===== config.mk =====
export PLATFORM = sky130hd
export DESIGN_NAME = data_memory_ctrl
export DESIGN_NICKNAME = d
export VERILOG_FILES = /design/src/rtl/dmem_pkg.sv /design/src/rtl/dmem_array.sv /design/src/rtl/data_memory_ctrl.sv
export SDC_FILE = /design/constraint.sdc
export NUM_CORES = 2
export LEC_CHECK = 0
export CAP_MARGIN = 20
export CORE_UTILIZATION = 38
export CTS_BUF_LIST = sky130_fd_sc_hd__clkbuf_16
export CTS_CLUSTER_SIZE = 8
export DETAILED_ROUTE_END_ITERATION = 10
export SYNTH_ARGS = -nofsm -noshare
export SYNTH_HDL_FRONTEND = slang
export SYNTH_HIERARCHICAL = 1
export SYNTH_SLANG_ARGS = --single-unit

===== constraint.sdc =====
create_clock -name clk -period 10.5 [get_ports clk]
set_input_delay 2.625 -clock clk [delete_from_list [all_inputs] [get_ports clk]]
set_output_delay 2.625 -clock clk [all_outputs]
set_load 0.02 [all_outputs]

===== src/rtl/dmem_pkg.sv =====
// Shared types and helpers for the data memory controller: access sizes,
// controller states, the response-pipeline control word, and the lane
// steering functions used on the store and load paths.
package dmem_pkg;

   localparam int DATA_W = 32;

   // Access size as encoded on req_size.
   typedef enum logic [1:0] {
      SZ_BYTE = 2'b00,
      SZ_HALF = 2'b01,
      SZ_WORD = 2'b10,
      SZ_RSVD = 2'b11
   } size_e;

   // Controller state: zeroing the array, or serving requests.
   typedef enum logic {
      ST_CLEAR = 1'b0,
      ST_READY = 1'b1
   } state_e;

   // Everything the response stage needs to know about an accepted request.
   typedef struct packed {
      logic       valid;
      logic       write;
      logic       err;
      logic [1:0] off;
      size_e      size;
      logic       uns;
   } resp_ctl_t;

   // Byte lanes touched by a store of the given size at the given offset.
   function automatic logic [3:0] byte_en(size_e size, logic [1:0] off);
      logic [3:0] be;
      case (size)
         SZ_BYTE: be = 4'b0001 << off;
         SZ_HALF: be = off[1] ? 4'b1100 : 4'b0011;
         SZ_WORD: be = 4'b1111;
         default: be = 4'b0000;
      endcase
      return be;
   endfunction

   // Copy right-aligned store data into every lane so the byte enables
   // alone decide which lanes are written.
   function automatic logic [DATA_W-1:0] store_replicate(size_e size, logic [DATA_W-1:0] wdata);
      logic [DATA_W-1:0] rep;
      case (size)
         SZ_BYTE: rep = {4{wdata[7:0]}};
         SZ_HALF: rep = {2{wdata[15:0]}};
         default: rep = wdata;
      endcase
      return rep;
   endfunction

   // Pick the addressed lane(s) out of a little-endian word and extend to 32 bits.
   function automatic logic [DATA_W-1:0] load_extract(logic [DATA_W-1:0] word, logic [1:0] off,
                                                      size_e size, logic uns);
      logic [7:0]        b;
      logic [15:0]       h;
      logic [DATA_W-1:0] res;
      b = word[{off, 3'b000} +: 8];
      h = word[{off[1], 4'b0000} +: 16];
      case (size)
         SZ_BYTE: res = uns ? {24'h0, b} : {{24{b[7]}}, b};
         SZ_HALF: res = uns ? {16'h0, h} : {{16{h[15]}}, h};
         SZ_WORD: res = word;
         default: res = '0;
      endcase
      return res;
   endfunction

endpackage


===== src/rtl/dmem_array.sv =====
// DEPTH x 32-bit word storage with a single shared port: byte-enabled
// synchronous write and registered synchronous read.
module dmem_array
   import dmem_pkg::*;
#(
   parameter  int DEPTH = 64,
   localparam int IDX_W = $clog2(DEPTH)
) (
   input  logic              clk,
   input  logic              we_i,
   input  logic              re_i,
   input  logic [IDX_W-1:0]  addr_i,
   input  logic [3:0]        be_i,
   input  logic [DATA_W-1:0] wdata_i,
   output logic [DATA_W-1:0] rdata_o
);

   logic [DATA_W-1:0] mem_q [DEPTH];
   logic [DATA_W-1:0] rdata_q;

   // Write enabled lanes and capture the read word on the same edge.
   // NOTE: the storage and read register carry no reset so they map onto
   // RAM macros; all state is updated with non-blocking assignments so the
   // read sees the pre-edge contents.
   always_ff @(posedge clk) begin
      if (we_i) begin
         for (int b = 0; b < 4; b++) begin
            if (be_i[b]) begin
               mem_q[addr_i][8*b +: 8] <= wdata_i[8*b +: 8];
            end
         end
      end
      if (re_i) begin
         rdata_q <= mem_q[addr_i];
      end
   end

   assign rdata_o = rdata_q;

endmodule


===== src/rtl/data_memory_ctrl.sv =====
// Clocked data memory controller for the MEM stage. Optionally zeroes the
// array after reset, checks alignment/range/size at accept, steers store
// lanes, and returns extended load data through a 1- or 2-stage pipeline.
module data_memory_ctrl
   import dmem_pkg::*;
#(
   parameter  int DEPTH          = 64,
   parameter  int READ_LATENCY   = 1,
   parameter  int CLEAR_ON_RESET = 1,
   localparam int ADDR_W         = $clog2(DEPTH) + 2
) (
   input  logic              clk,
   input  logic              rst,
   input  logic              req_valid,
   output logic              req_ready,
   input  logic              req_write,
   input  logic [1:0]        req_size,
   input  logic              req_unsigned,
   input  logic [ADDR_W-1:0] req_addr,
   input  logic [DATA_W-1:0] req_wdata,
   output logic              resp_valid,
   output logic [DATA_W-1:0] resp_rdata,
   output logic              resp_err,
   output logic              clear_done
);

   localparam int               IDX_W       = ADDR_W - 2;
   localparam logic [IDX_W-1:0] LAST_IDX    = IDX_W'(DEPTH - 1);
   localparam state_e           RESET_STATE = (CLEAR_ON_RESET != 0) ? ST_CLEAR : ST_READY;

   state_e            state_q, state_d;
   logic [IDX_W-1:0]  cnt_q, cnt_d;

   logic              accept;
   size_e             req_sz;
   logic [IDX_W-1:0]  word_idx;
   logic              in_range;
   logic              req_err;

   logic              mem_we;
   logic              mem_re;
   logic [IDX_W-1:0]  mem_addr;
   logic [3:0]        mem_be;
   logic [DATA_W-1:0] mem_wdata;
   logic [DATA_W-1:0] mem_rdata;

   resp_ctl_t         s1_d, s1_q;
   logic [DATA_W-1:0] s1_rdata;
   logic              s1_err;

   // Ready depends on state alone, so a requester may wait on it freely.
   assign req_ready  = (state_q == ST_READY);
   assign clear_done = (state_q == ST_READY);
   assign accept     = req_valid & req_ready;
   assign req_sz     = size_e'(req_size);
   assign word_idx   = req_addr[ADDR_W-1:2];
   assign in_range   = 32'(word_idx) < 32'(DEPTH);

   // State register and clear counter; reset restarts any clear from word 0.
   always_ff @(posedge clk or posedge rst) begin
      if (rst) begin
         state_q <= RESET_STATE;
         cnt_q   <= '0;
      end else begin
         state_q <= state_d;
         cnt_q   <= cnt_d;
      end
   end

   // Next state: walk the array once, then stay in READY until reset.
   // NOTE: every combinational output gets a default first so no latch is inferred.
   always_comb begin
      state_d = state_q;
      cnt_d   = cnt_q;
      case (state_q)
         ST_CLEAR: begin
            if (cnt_q == LAST_IDX) begin
               state_d = ST_READY;
            end else begin
               cnt_d = cnt_q + 1'b1;
            end
         end
         default: ;
      endcase
   end

   // Request legality: reserved size, misaligned half/word, or word index past DEPTH.
   always_comb begin
      req_err = !in_range;
      case (req_sz)
         SZ_HALF: if (req_addr[0])          req_err = 1'b1;
         SZ_WORD: if (req_addr[1:0] != 2'b00) req_err = 1'b1;
         SZ_RSVD: req_err = 1'b1;
         default: ;
      endcase
   end

   // Array port: clear writes own it during CLEAR, legal requests afterwards.
   always_comb begin
      mem_we    = 1'b0;
      mem_re    = 1'b0;
      mem_addr  = word_idx;
      mem_be    = 4'b0000;
      mem_wdata = '0;
      if (state_q == ST_CLEAR) begin
         mem_we   = 1'b1;
         mem_addr = cnt_q;
         mem_be   = 4'b1111;
      end else if (accept && !req_err) begin
         if (req_write) begin
            mem_we    = 1'b1;
            mem_be    = byte_en(req_sz, req_addr[1:0]);
            mem_wdata = store_replicate(req_sz, req_wdata);
         end else begin
            mem_re = 1'b1;
         end
      end
   end

   dmem_array #(
      .DEPTH (DEPTH)
   ) u_array (
      .clk     (clk),
      .we_i    (mem_we),
      .re_i    (mem_re),
      .addr_i  (mem_addr),
      .be_i    (mem_be),
      .wdata_i (mem_wdata),
      .rdata_o (mem_rdata)
   );

   // Capture the request attributes the response stage needs at accept.
   always_comb begin
      s1_d       = s1_q;
      s1_d.valid = accept;
      if (accept) begin
         s1_d.write = req_write;
         s1_d.err   = req_err;
         s1_d.off   = req_addr[1:0];
         s1_d.size  = req_sz;
         s1_d.uns   = req_unsigned;
      end
   end

   // First response stage, aligned with the array read register.
   always_ff @(posedge clk or posedge rst) begin
      if (rst) begin
         s1_q <= '0;
      end else begin
         s1_q <= s1_d;
      end
   end

   // Stores and erroring requests return zero data; loads get the selected lane.
   assign s1_rdata = (s1_q.valid && !s1_q.write && !s1_q.err)
                   ? load_extract(mem_rdata, s1_q.off, s1_q.size, s1_q.uns)
                   : '0;
   assign s1_err   = s1_q.valid & s1_q.err;

   if (READ_LATENCY == 2) begin : g_lat2
      logic              resp_valid_q;
      logic              resp_err_q;
      logic [DATA_W-1:0] resp_rdata_q;

      // Extra output register stage for the two-cycle latency option.
      always_ff @(posedge clk or posedge rst) begin
         if (rst) begin
            resp_valid_q <= 1'b0;
            resp_err_q   <= 1'b0;
            resp_rdata_q <= '0;
         end else begin
            resp_valid_q <= s1_q.valid;
            resp_err_q   <= s1_err;
            resp_rdata_q <= s1_rdata;
         end
      end

      assign resp_valid = resp_valid_q;
      assign resp_err   = resp_err_q;
      assign resp_rdata = resp_rdata_q;
   end else begin : g_lat1
      assign resp_valid = s1_q.valid;
      assign resp_err   = s1_err;
      assign resp_rdata = s1_rdata;
   end

endmodule


Fig. 1: placement density heat map
23 x 23 tiles, from white (low) to dark blue (high), 0 to 100% covered.
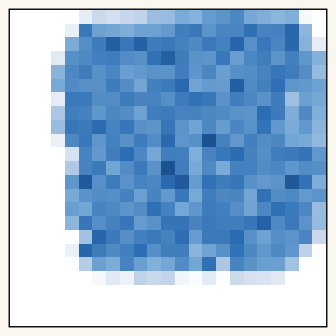
- fullest tile: 87%
- nearly empty tiles: 30%
- mean over tiles: 42%
core area: 0.2127 mm²
fp util: 38.34%
Util after Layout: 43.96%

Fig. 2: I/O pins on the die edge
Pins as bars across the die edge, other pins in grey.
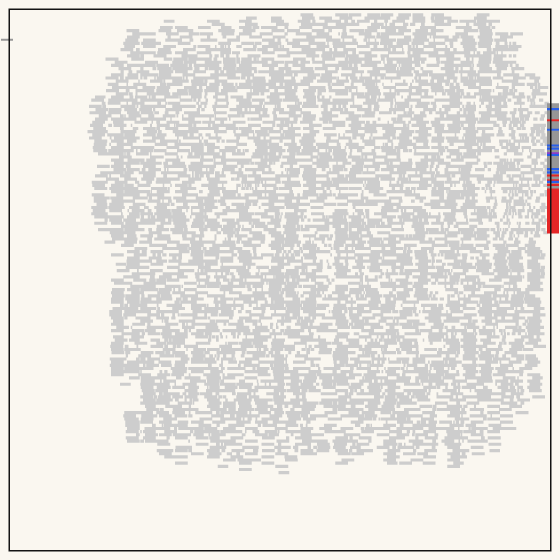
- purple: rst (pins 1; direction input; edge right)
- blue: req_addr (pins 8; direction input; edge right)
- red: resp_rdata (pins 32; direction output; edge right)
- all pins by edge: 82 right, 1 left

Fig. 3: clock network drawn from the DEF
Bar = 100 µm.
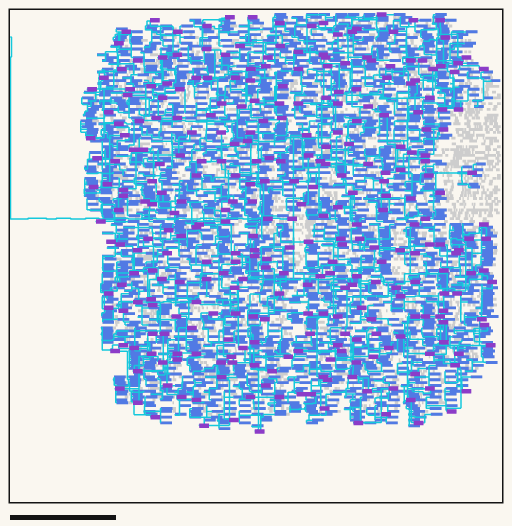
- cyan: clock wires (length 24.9 mm)
- blue: flip-flops (count 2095)
- purple: clock-net drivers (count 311)
- flops lie: widely spread

==> run_results.csv <==
group,metric,value,unit
final_timing,setup_viol,0,
detailed_routing,drc,0,
power,intPower,14350,µW
final_timing,slew_viol_final,0,
grt,grt_pass1_wl,366.9,mm
cells_and_area,nets,5120,
power,p_sw_share,18.63,%
power,p_comb_share,0.3,%
detailed_routing,wl,261.0,mm
clocking,cts_setup_buffers,0,
grt,grt_max_degree,117,
clocking,clkLatencyLatePin,900,ps
floorplanning,chipHeight,465.3,µm
synthesis,ys_cells,4960,
final_timing,min_period,6813,ps
synthesis,synth-edff-count,2080,
final_timing,max_freq,146.8,MHz
grt,grtUsageMet1,33.36,%
run,warnings,39,
detailed_routing,avgViaCountPerCell,6.378,
floorplanning,chipArea,0.2165,mm²
cells_and_area,n_fill_cell,18315,
cells_and_area,combGateArea,0.01715,mm²
clocking,path_clk_slew,50,ps
power,leakagePower,0.02568,µW
synthesis,yosysWarnings,6,
final_timing,finClkSkew,39.30,ps
clocking,cts_root_buf,"clkbuf_16",
final_timing,rsz0062_at_grt,"no",
final_timing,whs,492.5,ps
critical_path,endpoint_kind,"flip-flop",
detailed_routing,wl_per_cell,32.94,µm
clocking,ctsHtreeMaxLevel,5,
place,place.gp.congestion,0.8784,
clocking,cts.path.max_buffers,4,
synthesis,yosys_area,0.08155,mm²
synthesis,ys_seq_share,77.05,%
power,ir_drop,0.1545,mV
power,clockPowerShare,48.3,%
final_timing,tns,0,ps
final_timing,finalClockPeriodUsage,64.88,%
grt,overflow,0,
clocking,cts.repair.resized,0,
synthesis,synth_top_cell_by_area,"edfxtp_1",
synthesis,synth-async-reset-ratio,0.7160,%
floorplanning,num_io_pins,83,
cells_and_area,drive_gt1_share,12.66,%
detailed_routing,vias,50533,
grt,met3_usage,5.678,%
clocking,cts_hold_buf,0,
clocking,numCtsBuffers,311,
power,power.switching,3285,µW
critical_path,path_class,"input pin to flip-flop",
clocking,cts_tree,"built",
final_timing,finalHoldViolations,0,
synthesis,synth_area_per_cell,16.44,µm²
clocking,cts.sinks,2095,
power,p_per_area,188.6,mW/mm²
grt,grt_use_total,23.53,%
synthesis,synthCells,4960,
status,status,"finished clean",
grt,grt_use_met2,35.15,%
place,io_buffers,82,
grt,grt-busiest-layer,"met2",
detailed_routing,ant_nets,0,
floorplanning,rows,169,
power,power.share.sequential,51.4,%
detailed_routing,drt-initial-drc-count,7974,
final_timing,slew_headroom,20.51,%
critical_path,required,11000,ps
synthesis,syn_area,0.08155,mm²
synthesis,synth_cell_types,68,
floorplanning,die_w,465.3,µm
synthesis,synth_top_flop_cell,"edfxtp_1",
critical_path,start_kind,"input pin",
synthesis,fp_nets,5008,
critical_path,crit_fanout,17,
run,max-cap-violations,0,
## through the flow
| step | instance area, µm² | total power (µW) | std cells | utilization, % | setup WS [ps] |
|---|---|---|---|---|---|
| after CTS | 93480 | 17720 | 7915 | 43.94 | 4005 |
| final | 93500 | 17640 | 7923 | 43.96 | 3687 |
| after floorplan | 81550 | 9245 | 4960 | - | 4597 |
| after global routing | 93490 | 18020 | 7917 | 43.95 | 3751 |
| after detailed placement | 85450 | 9274 | 7579 | 40.17 | 3111 |
| after global placement | 85420 | 9274 | 7578 | 40.16 | 3225 |
## layout make-up
| type | instances | area share (%) |
|---|---|---|
| flip-flops and latches | 2095 | 67.20 |
| multi-input cells | 2447 | 18.34 |
| clock buffers | 317 | 8.484 |
| well taps | 2821 | 3.775 |
| repair buffers | 197 | 1.983 |
| clock inverters | 19 | 0.1030 |
| inverters | 20 | 0.09634 |
| diodes | 7 | 0.01873 |
## sequential cells by signal, summed over array words and instances, names as in the netlist
name / cells
u_array/mem_q: 2048
cnt_q: 6
u_array/rdata_o: 32
s1_q: 7
resp_valid: 1
clear_done: 1
## path summary, 6_finish.rpt
path	depth (start not counted)	from	endpoint	slack (ps)
max reg2reg	7	clear_done	u_array/mem_q[25][22]	5280
max	7	req_size[0]	u_array/mem_q[53][10]	3690
max in group asynchronous	2	rst	s1_q[3]	7920
min reg2reg	2	s1_q[6]	s1_q[6]	490
min	2	s1_q[6]	s1_q[6]	490
min in group asynchronous	2	rst	cnt_q[1]	2130
## power groups by stage
| stage | combinational [µW] | clock (µW) | sequential (µW) |
|---|---|---|---|
| finish | 47.4 | 8520 | 9070 |
| floorplan | 17.8 | 0 | 9230 |
| detailed placement | 46.9 | 0 | 9230 |
| global placement | 47.6 | 0 | 9230 |
| global route | 50.7 | 8910 | 9060 |
| CTS | 47.4 | 8600 | 9070 |
## per-layer routing
layer / wire length (µm) / up-vias
li1: - / 20440
met1: 102000 / 25727
met2: 115600 / 3789
met3: 33340 / 573
met4: 9986 / 4
met5: 58 / -
## kinds of logic (layout without fill, tap and decap cells)
| family | count (synthesis) | after routing | share of synthesized area, % |
|---|---|---|---|
| AND-OR/OR-AND | 1317 | 1317 | 12.07 |
| flip-flops | 2095 | 2095 | 77.05 |
| multiplexers | 247 | 247 | 3.822 |
| adder cells (fa/ha/maj) | 1 | 1 | 0.01534 |
| XOR/XNOR | 2 | 2 | 0.02148 |
| other | 0 | 7 | 0 |
| buffers and inverters | 418 | 553 | 2.364 |
| AND/OR/NAND/NOR | 880 | 880 | 4.658 |
## critical path: stages
cell             delay, ps
clkdlybuf4s50_1        850
or2_1                  580
o21a_4                 210
o21ai_1                740
and2_1                 510
nand3_1                880
nor2_1                 900
## placed cells by master, fill, tap and decap left out, types with 12 or more instances in the layout
master,count
nor2_1,527
a22oi_1,299
a221oi_1,493
o21ai_0,117
mux4_2,42
dfrtp_1,15
edfxtp_1,2080
o22ai_1,135
o221ai_1,27
a211o_1,13
o32ai_1,17
mux2i_1,110
nand3_1,33
a21oi_1,115
buf_4,101
nand4_1,18
clkdlybuf4s50_1,82
o22a_1,14
clkbuf_16,317
nand2_1,126
mux2_2,92
nor3_1,54
buf_12,12
nor2_4,19
o21ai_1,23
inv_1,31
No activity file was given, so power comes from the tool's default toggle rates.
